<file path="config.mk">
export PLATFORM = sky130hd
export DESIGN_NAME = osc_trig_capture
export DESIGN_NICKNAME = d
export VERILOG_FILES = /design/src/rtl/osc_pkg.sv /design/src/rtl/osc_trig_detect.sv /design/src/rtl/osc_trig_capture.sv
export SDC_FILE = /design/constraint.sdc
export NUM_CORES = 1
export LEC_CHECK = 0
export CAP_MARGIN = 20
export CORE_MARGIN = 2
export CORE_UTILIZATION = 45
export DETAILED_ROUTE_END_ITERATION = 8
export PLACE_DENSITY = 0.66
export RECOVER_POWER = 100
export SLEW_MARGIN = 20
export SYNTH_ARGS = -nofsm -noshare
export SYNTH_HDL_FRONTEND = slang
export SYNTH_HIERARCHICAL = 1
export SYNTH_SLANG_ARGS = --single-unit
</file>
<file path="constraint.sdc">
create_clock -name clk -period 3.8 [get_ports clk]
set_input_delay 0.95 -clock clk [delete_from_list [all_inputs] [get_ports clk]]
set_output_delay 0.95 -clock clk [all_outputs]
set_load 0.1 [all_outputs]
</file>
<file path="src/rtl/osc_pkg.sv">
// Shared scope-datapath definitions: capture FSM encoding and the sample/packing
// defaults that the wfifo instance is sized from.
package osc_pkg;

  localparam logic [1:0] ST_IDLE      = 2'd0;
  localparam logic [1:0] ST_WAIT_TRIG = 2'd1;
  localparam logic [1:0] ST_CAPTURE   = 2'd2;
  localparam logic [1:0] ST_DONE      = 2'd3;

  localparam int SAMPLE_W_DEF = 8;
  localparam int PACK_DEF     = 4;

endpackage

</file>
<file path="src/rtl/osc_trig_detect.sv">
// Decimation strobe, hysteresis-armed edge trigger and auto-mode timeout
// for the capture front end. keep/trig are combinational on the current sample.
module osc_trig_detect
  import osc_pkg::*;
#(
  parameter int SAMPLE_W     = SAMPLE_W_DEF,
  parameter int DECIM_W      = 16,
  parameter int HYST         = 4,
  parameter int AUTO_TIMEOUT = 100000
) (
  input  logic                clk,
  input  logic                rst_n,
  input  logic                clear,
  input  logic                active,
  input  logic                waiting,
  input  logic                adc_valid,
  input  logic [SAMPLE_W-1:0] adc_data,
  input  logic [SAMPLE_W-1:0] level,
  input  logic                fall,
  input  logic                auto_en,
  input  logic [DECIM_W-1:0]  decim,
  output logic                keep,
  output logic                trig
);

  localparam int TO_W = (AUTO_TIMEOUT > 0) ? $clog2(AUTO_TIMEOUT + 1) : 1;
  localparam logic [SAMPLE_W-1:0] S_HYST = SAMPLE_W'(HYST);
  localparam logic [SAMPLE_W-1:0] S_MAX  = {SAMPLE_W{1'b1}};
  localparam logic [TO_W-1:0]     TO_LIM = TO_W'(AUTO_TIMEOUT);

  logic [DECIM_W-1:0]  dec_cnt_r;
  logic                armed_r;
  logic [TO_W-1:0]     to_cnt_r;
  logic [SAMPLE_W-1:0] thr_lo_s;
  logic [SAMPLE_W-1:0] thr_hi_s;
  logic                hit_s;
  logic                arm_cond_s;
  logic                timed_out_s;

  assign keep        = active & adc_valid & (dec_cnt_r == {DECIM_W{1'b0}});
  assign timed_out_s = auto_en & (to_cnt_r == TO_LIM);
  assign trig        = keep & waiting & ((armed_r & hit_s) | timed_out_s);

  // Hysteresis thresholds saturate at the sample range ends, then edge-select compares.
  always_comb begin
    thr_lo_s   = {SAMPLE_W{1'b0}};
    thr_hi_s   = S_MAX;
    hit_s      = 1'b0;
    arm_cond_s = 1'b0;
    if (level >= S_HYST) begin
      thr_lo_s = level - S_HYST;
    end else begin
      thr_lo_s = {SAMPLE_W{1'b0}};
    end
    if (level <= (S_MAX - S_HYST)) begin
      thr_hi_s = level + S_HYST;
    end else begin
      thr_hi_s = S_MAX;
    end
    if (fall) begin
      hit_s      = (adc_data <= level);
      arm_cond_s = (adc_data > thr_hi_s);
    end else begin
      hit_s      = (adc_data >= level);
      arm_cond_s = (adc_data < thr_lo_s);
    end
  end

  // Decimation counter: sample kept at 0, wraps after decim.
  always_ff @(posedge clk or negedge rst_n) begin
    if (!rst_n) begin
      dec_cnt_r <= {DECIM_W{1'b0}};
    end else if (clear) begin
      dec_cnt_r <= {DECIM_W{1'b0}};
    end else if (active && adc_valid) begin
      if (dec_cnt_r == decim) begin
        dec_cnt_r <= {DECIM_W{1'b0}};
      end else begin
        dec_cnt_r <= dec_cnt_r + DECIM_W'(1);
      end
    end
  end

  // Armed flag and saturating auto timeout, both only advance while waiting.
  always_ff @(posedge clk or negedge rst_n) begin
    if (!rst_n) begin
      armed_r  <= 1'b0;
      to_cnt_r <= {TO_W{1'b0}};
    end else if (clear) begin
      armed_r  <= 1'b0;
      to_cnt_r <= {TO_W{1'b0}};
    end else if (keep && waiting) begin
      if (arm_cond_s) begin
        armed_r <= 1'b1;
      end
      if (!trig && (to_cnt_r != TO_LIM)) begin
        to_cnt_r <= to_cnt_r + TO_W'(1);
      end
    end
  end

endmodule

</file>
<file path="src/rtl/osc_trig_capture.sv">
// ADC-side capture front end: FSM, sample packer, word counter and overflow flag
// driving the write port of the sample wfifo.
module osc_trig_capture
  import osc_pkg::*;
#(
  parameter int SAMPLE_W     = SAMPLE_W_DEF,
  parameter int PACK         = PACK_DEF,
  parameter int LEN_W        = 16,
  parameter int DECIM_W      = 16,
  parameter int HYST         = 4,
  parameter int AUTO_TIMEOUT = 100000
) (
  input  logic                     clk,
  input  logic                     rst_n,
  input  logic [SAMPLE_W-1:0]      adc_data,
  input  logic                     adc_valid,
  input  logic                     arm,
  input  logic [SAMPLE_W-1:0]      trig_level,
  input  logic                     trig_edge,
  input  logic                     trig_auto,
  input  logic [DECIM_W-1:0]       decim,
  input  logic [LEN_W-1:0]         capture_len,
  output logic                     fifo_wr_en,
  output logic [SAMPLE_W*PACK-1:0] fifo_wr_data,
  input  logic                     fifo_full,
  output logic                     busy,
  output logic                     done,
  output logic                     overflow
);

  localparam int WORD_W = SAMPLE_W * PACK;
  localparam int SLOT_W = (PACK > 1) ? $clog2(PACK) : 1;
  localparam logic [SLOT_W-1:0] LAST_SLOT = SLOT_W'(PACK - 1);

  logic [1:0]          state_r, state_nxt_s;
  logic [SAMPLE_W-1:0] level_r;
  logic                fall_r, auto_r;
  logic [DECIM_W-1:0]  decim_r;
  logic [LEN_W-1:0]    len_r, word_cnt_r;
  logic [SLOT_W-1:0]   slot_r;
  logic [WORD_W-1:0]   pack_r, word_s, wr_data_r;
  logic                wr_en_r, busy_r, done_r, overflow_r;
  logic                active_s, waiting_s, keep_s, trig_s, capt_s;
  logic                last_slot_s, last_word_s;

  // The arm cycle itself never consumes a sample: controls are not latched yet.
  assign active_s    = ((state_r == ST_WAIT_TRIG) || (state_r == ST_CAPTURE)) & ~arm;
  assign waiting_s   = (state_r == ST_WAIT_TRIG) & ~arm;
  assign capt_s      = trig_s | (keep_s & (state_r == ST_CAPTURE));
  assign last_slot_s = (slot_r == LAST_SLOT);
  assign last_word_s = (word_cnt_r == (len_r - LEN_W'(1)));

  osc_trig_detect #(
    .SAMPLE_W    (SAMPLE_W),
    .DECIM_W     (DECIM_W),
    .HYST        (HYST),
    .AUTO_TIMEOUT(AUTO_TIMEOUT)
  ) u_detect (
    .clk      (clk),
    .rst_n    (rst_n),
    .clear    (arm),
    .active   (active_s),
    .waiting  (waiting_s),
    .adc_valid(adc_valid),
    .adc_data (adc_data),
    .level    (level_r),
    .fall     (fall_r),
    .auto_en  (auto_r),
    .decim    (decim_r),
    .keep     (keep_s),
    .trig     (trig_s)
  );

  // Next state: arm overrides everything; last word completion wins over trigger.
  always_comb begin
    state_nxt_s = state_r;
    if (arm) begin
      if (capture_len == {LEN_W{1'b0}}) begin
        state_nxt_s = ST_DONE;
      end else begin
        state_nxt_s = ST_WAIT_TRIG;
      end
    end else if (capt_s && last_slot_s && last_word_s) begin
      state_nxt_s = ST_DONE;
    end else if (trig_s) begin
      state_nxt_s = ST_CAPTURE;
    end else begin
      state_nxt_s = state_r;
    end
  end

  // Completed word: earlier slots from the packer, newest sample on top.
  always_comb begin
    word_s = pack_r;
    word_s[WORD_W-1 -: SAMPLE_W] = adc_data;
  end

  // State register with status flags decoded from the next state.
  always_ff @(posedge clk or negedge rst_n) begin
    if (!rst_n) begin
      state_r <= ST_IDLE;
      busy_r  <= 1'b0;
      done_r  <= 1'b0;
    end else begin
      state_r <= state_nxt_s;
      busy_r  <= (state_nxt_s == ST_WAIT_TRIG) || (state_nxt_s == ST_CAPTURE);
      done_r  <= (state_nxt_s == ST_DONE);
    end
  end

  // Capture controls are frozen at arm for the whole capture.
  always_ff @(posedge clk or negedge rst_n) begin
    if (!rst_n) begin
      level_r <= {SAMPLE_W{1'b0}};
      fall_r  <= 1'b0;
      auto_r  <= 1'b0;
      decim_r <= {DECIM_W{1'b0}};
      len_r   <= {LEN_W{1'b0}};
    end else if (arm) begin
      level_r <= trig_level;
      fall_r  <= trig_edge;
      auto_r  <= trig_auto;
      decim_r <= decim;
      len_r   <= capture_len;
    end
  end

  // Packer, word counter and FIFO write; a full FIFO drops the word but still counts it.
  always_ff @(posedge clk or negedge rst_n) begin
    if (!rst_n) begin
      slot_r     <= {SLOT_W{1'b0}};
      word_cnt_r <= {LEN_W{1'b0}};
      pack_r     <= {WORD_W{1'b0}};
      wr_en_r    <= 1'b0;
      wr_data_r  <= {WORD_W{1'b0}};
      overflow_r <= 1'b0;
    end else begin
      wr_en_r <= 1'b0;
      if (arm) begin
        slot_r     <= {SLOT_W{1'b0}};
        word_cnt_r <= {LEN_W{1'b0}};
        pack_r     <= {WORD_W{1'b0}};
        overflow_r <= 1'b0;
      end else if (capt_s) begin
        for (int i = 0; i < PACK; i++) begin
          if (slot_r == SLOT_W'(i)) begin
            pack_r[i*SAMPLE_W +: SAMPLE_W] <= adc_data;
          end
        end
        if (last_slot_s) begin
          slot_r     <= {SLOT_W{1'b0}};
          word_cnt_r <= word_cnt_r + LEN_W'(1);
          if (fifo_full) begin
            overflow_r <= 1'b1;
          end else begin
            wr_en_r   <= 1'b1;
            wr_data_r <= word_s;
          end
        end else begin
          slot_r <= slot_r + SLOT_W'(1);
        end
      end
    end
  end

  assign fifo_wr_en   = wr_en_r;
  assign fifo_wr_data = wr_data_r;
  assign busy         = busy_r;
  assign done         = done_r;
  assign overflow     = overflow_r;

endmodule

</file>
run_1/gate_families.png
(4 px per um)
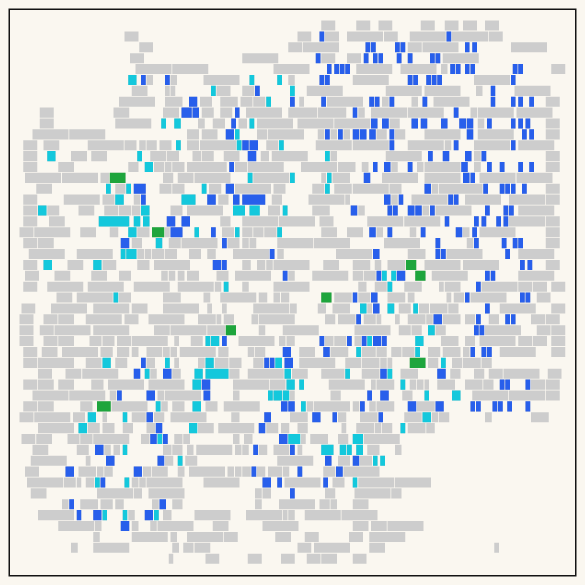
| color | family | cells | most used |
|---|---|---|---|
| cyan | NOR gates | 104 | nor2_1 |
| blue | NAND gates | 245 | nand2_1 |
| green | AND-OR and OR-AND gates | 8 | a21o_1 |
most frequent logic cell in the layout: nand2_1
logic share of the area: 0.418
final std cells w/o fill: 1254

run_1/met4.png
(3 px per um) Supply wires on this layer in gray.
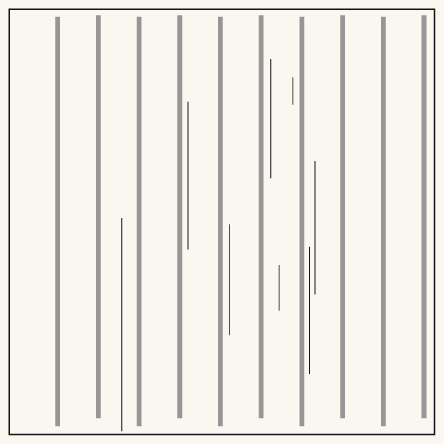
share of all routed wire: 1.6%
main direction: vertical
longest straight run: 70.7 um
wire length on this layer: 306 um
nets with wire on the layer: 6
total via count in the routed design: 6846
final WL: 19600 um

run_1/final_congestion.png
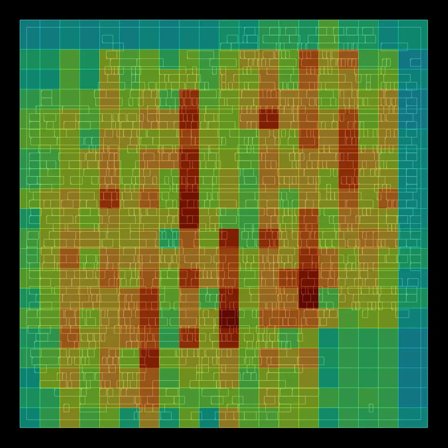
Tot GR Track Use: 0.205
Wirelength per Cell: 15.6 um

run_1/wire_density.png
(3 px per um) The die is cut into 28 by 28 equal tiles; white is low, dark blue is high, scaled to the fullest tile. Values are wire area over tile area, all layers added.
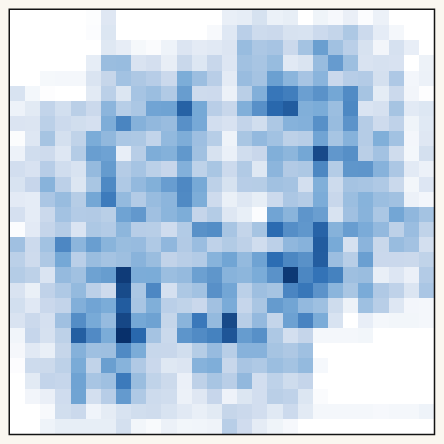
mean over tiles: 0.15
fullest tile: 0.55
emptiest ninth of the die: lower right

==> flow_summary.json, run 1 <==
{
  "status": "finished with violations",
  "violations": "max-capacitance violations, max-slew violations",
  "clk-power_mw": 1.73,
  "worstPathCellList": "clkdlybuf4s50_1, ha_1, a211oi_1, o21bai_1, nor2_1, xnor2_1, o21ai_2, a21oi_2, a21o_1, and2_4, nand4_1, nor3_2, nand4_1, o21ai_2, ha_1",
  "p_switching_mw": 1.10,
  "yosysUniqueCellTypes": 57,
  "design_area_mm2": 0.0104,
  "drv_cap": 1,
  "hold_violations": 0,
  "ys_warn_count": 6,
  "cts_buffers": 17,
  "skew_ns": 0.0122,
  "inverters": 23,
  "vdd_ir_drop_max_mv": 0.327,
  "cp_num_buf_inv": 1,
  "h-tree-depth": 4,
  "dpl-instance-area_mm2": 0.00979,
  "p_int_mw": 2.88,
  "min_path_cells": 2,
  "p_leak_nw": 4.75,
  "final_core_utilization": 0.559,
  "setup_ws_ns": 0.194,
  "area_growth_syn_to_layout_pct": 22.5,
  "ff_count": 156,
  "nets": 1102,
  "p_total_mw": 3.98,
  "ys_sh_simple": 0.235,
  "ys_ff": 156,
  "yosys_cells": 902,
  "nNonClkBuffers": 126,
  "first_global_vias": 6642,
  "antenna_found_initial": 0,
  "fin_setup_tns_ns": 0,
  "slew_violations": 62,
  "cts_tree": "built",
  "routabilityCongestion": 0.877,
  "min_path_type": "flip-flop to flip-flop",
  "worstMarginPinSlew_ns": 1.51,
  "first_iter_violations": 392,
  "vias_per_cell": 5.46,
  "die_w_um": 141,
  "cts.hold.buffers_added": 0,
  "drc": 0,
  "flop_cell": "dfrtp_1"
}
[run 1: synth_stat cells, drive strengths merged, types with 2 or more instances]
master / number
a211oi: 5
a21o: 4
a21oi: 55
a31oi: 4
and2: 3
and3: 15
and4: 4
and4b: 2
buf: 12
clkbuf: 28
dfrtp: 156
ha: 40
inv: 23
mux2: 42
mux2i: 4
nand2: 163
nand2b: 13
nand3: 46
nand4: 19
nand4b: 2
nor2: 60
nor2b: 7
nor3: 14
nor3b: 3
nor4: 17
nor4b: 3
o211ai: 4
o21ai: 49
o311ai: 2
o31ai: 6
or2: 5
or3: 11
or3b: 3
or4: 8
or4b: 2
xnor2: 21
xor2: 37
[run 1: final timing paths]
kind / slack [ns] / to
min: 0.47 / fifo_wr_data[20]
max: 0.19 / busy
max in group asynchronous: 0.79 / pack_r[8]
min in group asynchronous: 0.84 / level_r[0]
min reg2reg: 0.47 / fifo_wr_data[20]
max reg2reg: 0.54 / busy
[run 1: state kept, by name, indices dropped and copies added, names as in the netlist]
| name | flops |
|---|---|
| busy | 1 |
| u_detect/dec_cnt_r | 16 |
| level_r | 8 |
| auto_r | 1 |
| decim_r | 16 |
| done | 1 |
| pack_r | 24 |
| fall_r | 1 |
| fifo_wr_en | 1 |
| u_detect/to_cnt_r | 17 |
| word_cnt_r | 16 |
| len_r | 16 |
| u_detect/armed_r | 1 |
| state_r | 2 |
| fifo_wr_data | 32 |
| slot_r | 2 |
| overflow | 1 |
[run 1: metal layers]
metal / up-vias / wire, um / global-route usage
met2: 178 / 9320 / 0.334
met5: - / 0 / 0
met4: 0 / 306 / 0.0674
met1: 3286 / 9100 / 0.280
li1: 3361 / - / -
met3: 21 / 867 / 0.0385
[run 1: tightest hold or removal path, delay by kind of cell (launching register included)]
family | cells | cell delay, ns
flops | 1 | 0.34
simple gates | 2 | 0.10
run_1/zoom.png
Region (56, 27) to (86, 57) um. Cells in gray, sequential cells in the stronger gray; small squares are vias.
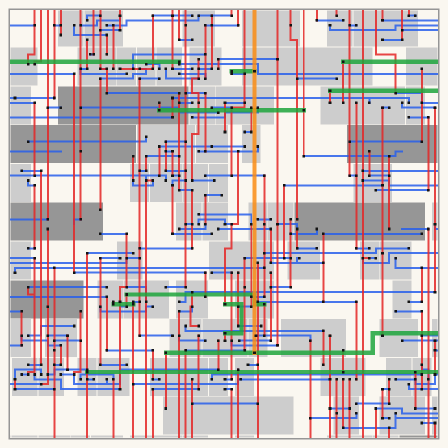

==> run 2, diff against run 1 <==
- REMOVE_ABC_BUFFERS: unset -> 1
run_2/zoom.png
Region (56, 27) to (86, 57) um. Cells in gray, sequential cells in the stronger gray; small squares are vias.
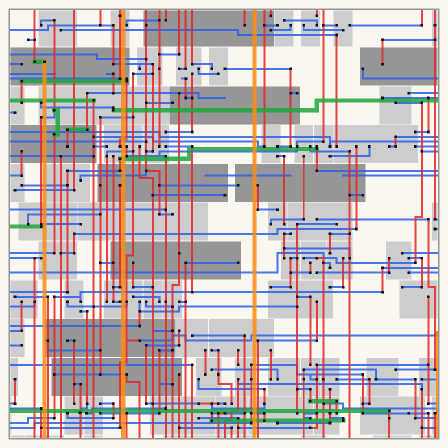
| color | layer |
|---|---|
| green | met3 |
| blue | met1 |
| orange | met4 |
| red | met2 |
most frequent: nand2_1 (21), dfrtp_1 (10), ha_1 (7)
sequential cells in the window: 10
cells with their middle in the window: 61
netlist names of flops here include: fifo_wr_data (6), pack_r (3)

run_2/met4.png
(3 px per um) Supply wires on this layer in gray.
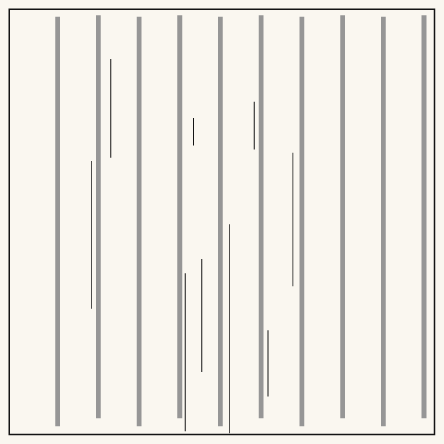
share of all routed wire: 1.6%
nets with wire on the layer: 6
total via count in the routed design: 6808
final WL: 20400 um

run_2/wire_density.png
(3 px per um) The die is cut into 28 by 28 equal tiles; white is low, dark blue is high, scaled to the fullest tile. Values are wire area over tile area, all layers added.
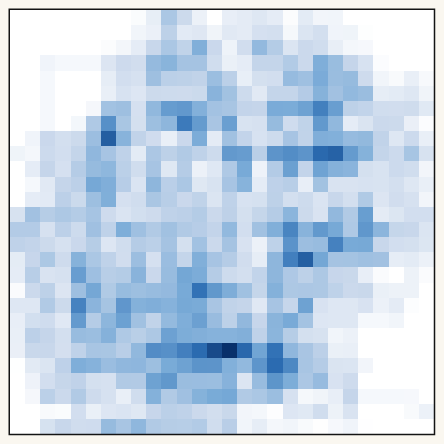
tiles over half the peak: 8.3%
fullest tile: 0.64
mean over tiles: 0.16
Wirelength per Cell: 16.3 um
Tot GR Track Use: 0.210

==> flow_summary.json, run 2 <==
{
  "ys_ff": 156,
  "violations": "max-capacitance violations, max-slew violations",
  "area_growth_syn_to_layout_pct": 22.2,
  "inverters": 23,
  "slew_violations": 79,
  "first_global_vias": 6532,
  "nNonClkBuffers": 121,
  "cts_tree": "built",
  "lay_top_count": "nand2_1",
  "r2r_setup_slack_ns": 0.58,
  "first_iter_violations": 452,
  "yosysUniqueCellTypes": 57,
  "comb_share": 0.419,
  "h-tree-depth": 4,
  "antenna_found_initial": 1,
  "ff_count": 156,
  "p_leak_nw": 4.73,
  "min_path_type": "flip-flop to flip-flop",
  "final_core_utilization": 0.558,
  "drc": 0,
  "hold_violations": 0,
  "ys_warn_count": 6,
  "fin_setup_tns_ns": 0,
  "cts_buffers": 17,
  "worstMarginPinSlew_ns": 2.04,
  "min_path_cells": 2,
  "status": "finished with violations",
  "drv_cap": 1,
  "whs_endpoint": "fifo_wr_data[0]",
  "die_w_um": 141
}
## run 2: cell counts after synthesis
Identical to the previous run, type by type.
## run 2: critical path, cell delays in order
cell	delay, ns
clkdlybuf4s50_1	0.44
ha_1	0.32
nor2b_1	0.13
o211ai_1	0.24
a21oi_2	0.11
nor2_1	0.13
xnor2_1	0.13
o21ai_1	0.10
a21oi_1	0.20
a21o_1	0.15
and2_4	0.16
nand4_1	0.10
nor3_2	0.13
nand4_1	0.17
o21ai_2	0.20
ha_1	0.24
## run 2: how the worst max path moves through the flow
stage	startpoint	to	slack, ns
2_1_floorplan	adc_data[1]	fifo_wr_data[0]	-0.70
5_1_grt	adc_data[1]	busy	-0.05
6_report	adc_data[1]	busy	0.22
3_5_place_dp	adc_data[1]	busy	-0.32
4_1_cts	adc_data[1]	busy	0.11
3_3_place_gp	adc_data[1]	busy	-0.22
## run 2: layer usage
layer	wire length [um]	up-vias	track usage
met5	0	-	0
met4	331	0	0.0611
met3	842	23	0.0422
met2	9490	127	0.326
met1	9690	3303	0.301
li1	-	3355	-
## run 2: logic make-up (layout without fill, tap and decap cells)
logic type,after synthesis,in the layout,synth area share
fa+ha+maj,40,40,0.0590
other cells,0,1,0
mux,46,46,0.0605
buf+inv,63,176,0.0307
compound gates,136,136,0.0942
flops,156,156,0.461
xor+xnor,58,58,0.0599
simple gates,403,403,0.235
## run 2: stage by stage
stage | std cells | cell area [um^2]
floorplan | 862 | 8300
global placement | 1217 | 9740
detailed placement | 1217 | 9740
CTS | 1249 | 10400
global route | 1250 | 10400
finish | 1250 | 10400
## run 2: report_power, final
group          leakage (nW)  internal, mW  switching, mW
logic                  2.35         0.226          0.246
clock network         0.305         0.956          0.822
registers              2.07          1.71         0.0687
run_2/final_congestion.png
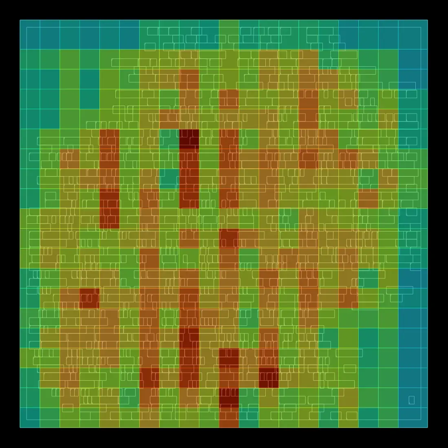

==> run 3, diff against run 2 <==
- CORE_MARGIN: 2 -> unset
run_3/final_congestion.png
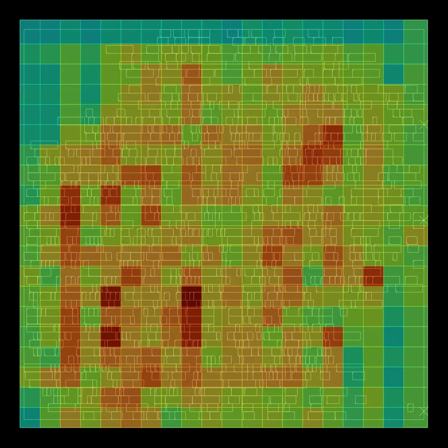
grt met1 use: 0.308
Wirelength per Cell: 16.1 um

run_3/met4.png
(3 px per um) Supply wires on this layer in gray.
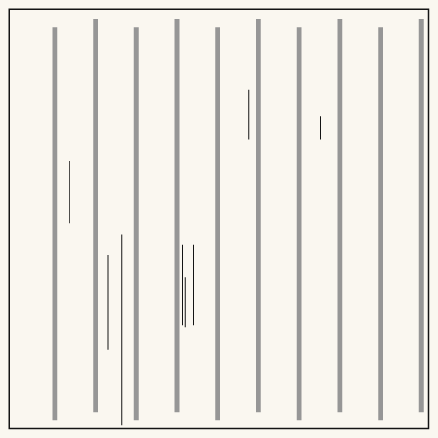
wire length on this layer: 208 um
nets with wire on the layer: 6
longest straight run: 63.2 um
main direction: vertical
final WL: 20100 um
total via count in the routed design: 6809

run_3/zoom.png
Region (55, 27) to (85, 57) um. Cells in gray, sequential cells in the stronger gray; small squares are vias.
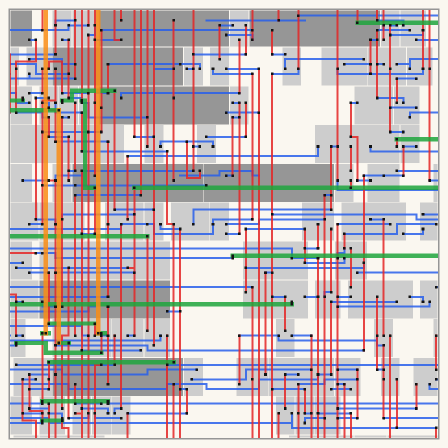
| color | layer |
|---|---|
| green | met3 |
| red | met2 |
| orange | met4 |
| blue | met1 |
most frequent: nand2_1 (18), dfrtp_1 (8), nor2_1 (7)
cells with their middle in the window: 73
sequential cells in the window: 8
netlist names of flops here include: fifo_wr_data (4), pack_r (3)

==> flow_summary.json, run 3 <==
{
  "status": "finished with violations",
  "violations": "design-rule violations, max-capacitance violations, max-slew violations",
  "cts_buffers": 17,
  "drv_cap": 2,
  "stdcell_count": 1246,
  "hold_violations": 0,
  "p_leak_nw": 4.73,
  "inverters": 23,
  "ys_sh_simple": 0.235,
  "aoi_share": 0.0942,
  "ys_warn_count": 6,
  "drc": 3,
  "seqPwrFrac": 0.447,
  "grt_util_met3": 0.0409,
  "cp_top_family": "AND-OR/OR-AND gates",
  "max_stage_delay_ns": 0.45,
  "grt_use_met2": 0.344,
  "final_core_utilization": 0.568,
  "critPathSlowestCell": "clkdlybuf4s50_1",
  "p_sw_frac": 0.277,
  "p_int_mw": 2.88,
  "worstMarginPinSlew_ns": 2.07,
  "synth-xor-area-share": 0.0599,
  "slew_violations": 165,
  "area_growth_syn_to_layout_pct": 22.0,
  "antenna_found_initial": 0,
  "top_usage_layer": "met2",
  "first_iter_violations": 398
}
[run 3: metrics by stage]
stage / hold slack, ns / area, um^2
5_1_grt: 0.490 / 10300
3_3_place_gp: 0.445 / 9750
3_5_place_dp: 0.452 / 9750
6_report: 0.470 / 10300
4_1_cts: 0.471 / 10300
2_1_floorplan: 0.439 / 8300
[run 3: path summary, 6_finish.rpt]
check / start / to / slack [ns] / depth (start not counted)
setup / recovery: adc_data[1] / pack_r[22] / 0.15 / 15
hold / removal: pack_r[14] / fifo_wr_data[14] / 0.47 / 2
setup reg to reg: level_r[5] / pack_r[22] / 0.58 / 14
hold reg to reg: pack_r[14] / fifo_wr_data[14] / 0.47 / 2
max in group asynchronous: rst_n / fifo_wr_data[1] / 0.73 / 2
min in group asynchronous: rst_n / level_r[5] / 1.10 / 1
[run 3: power groups by stage]
stage / clock [mW] / combinational [mW] / sequential, mW
6_report: 1.73 / 0.471 / 1.78
2_1_floorplan: 0 / 0.266 / 1.79
5_1_grt: 1.85 / 0.528 / 1.79
4_1_cts: 1.77 / 0.475 / 1.78
3_5_place_dp: 0 / 0.471 / 1.81
3_3_place_gp: 0 / 0.467 / 1.81
[run 3: cells by family (layout without fill, tap and decap cells)]
family / count (synthesis) / count (layout)
multiplexers: 46 / 46
flip-flops: 156 / 156
AND/OR/NAND/NOR: 403 / 403
buffers and inverters: 63 / 178
AND-OR/OR-AND: 136 / 136
adder cells (fa/ha/maj): 40 / 40
XOR/XNOR: 58 / 58
[run 3: timing repair]
action                                  4_1_cts  5_1_grt
gates resized                                 0       10
setup buffers                                 0        2
endpoints found under the setup margin        0       21
[run 3: routing by layer]
metal  part of all wire  wire, um  up-vias
li1                   -         -     3355
met1               0.49      9740     3301
met2               0.47      9420      137
met3              0.035       704       16
met4              0.010       208        0
met5                  0         0        -
Power is estimated from default activity; no workload was simulated.
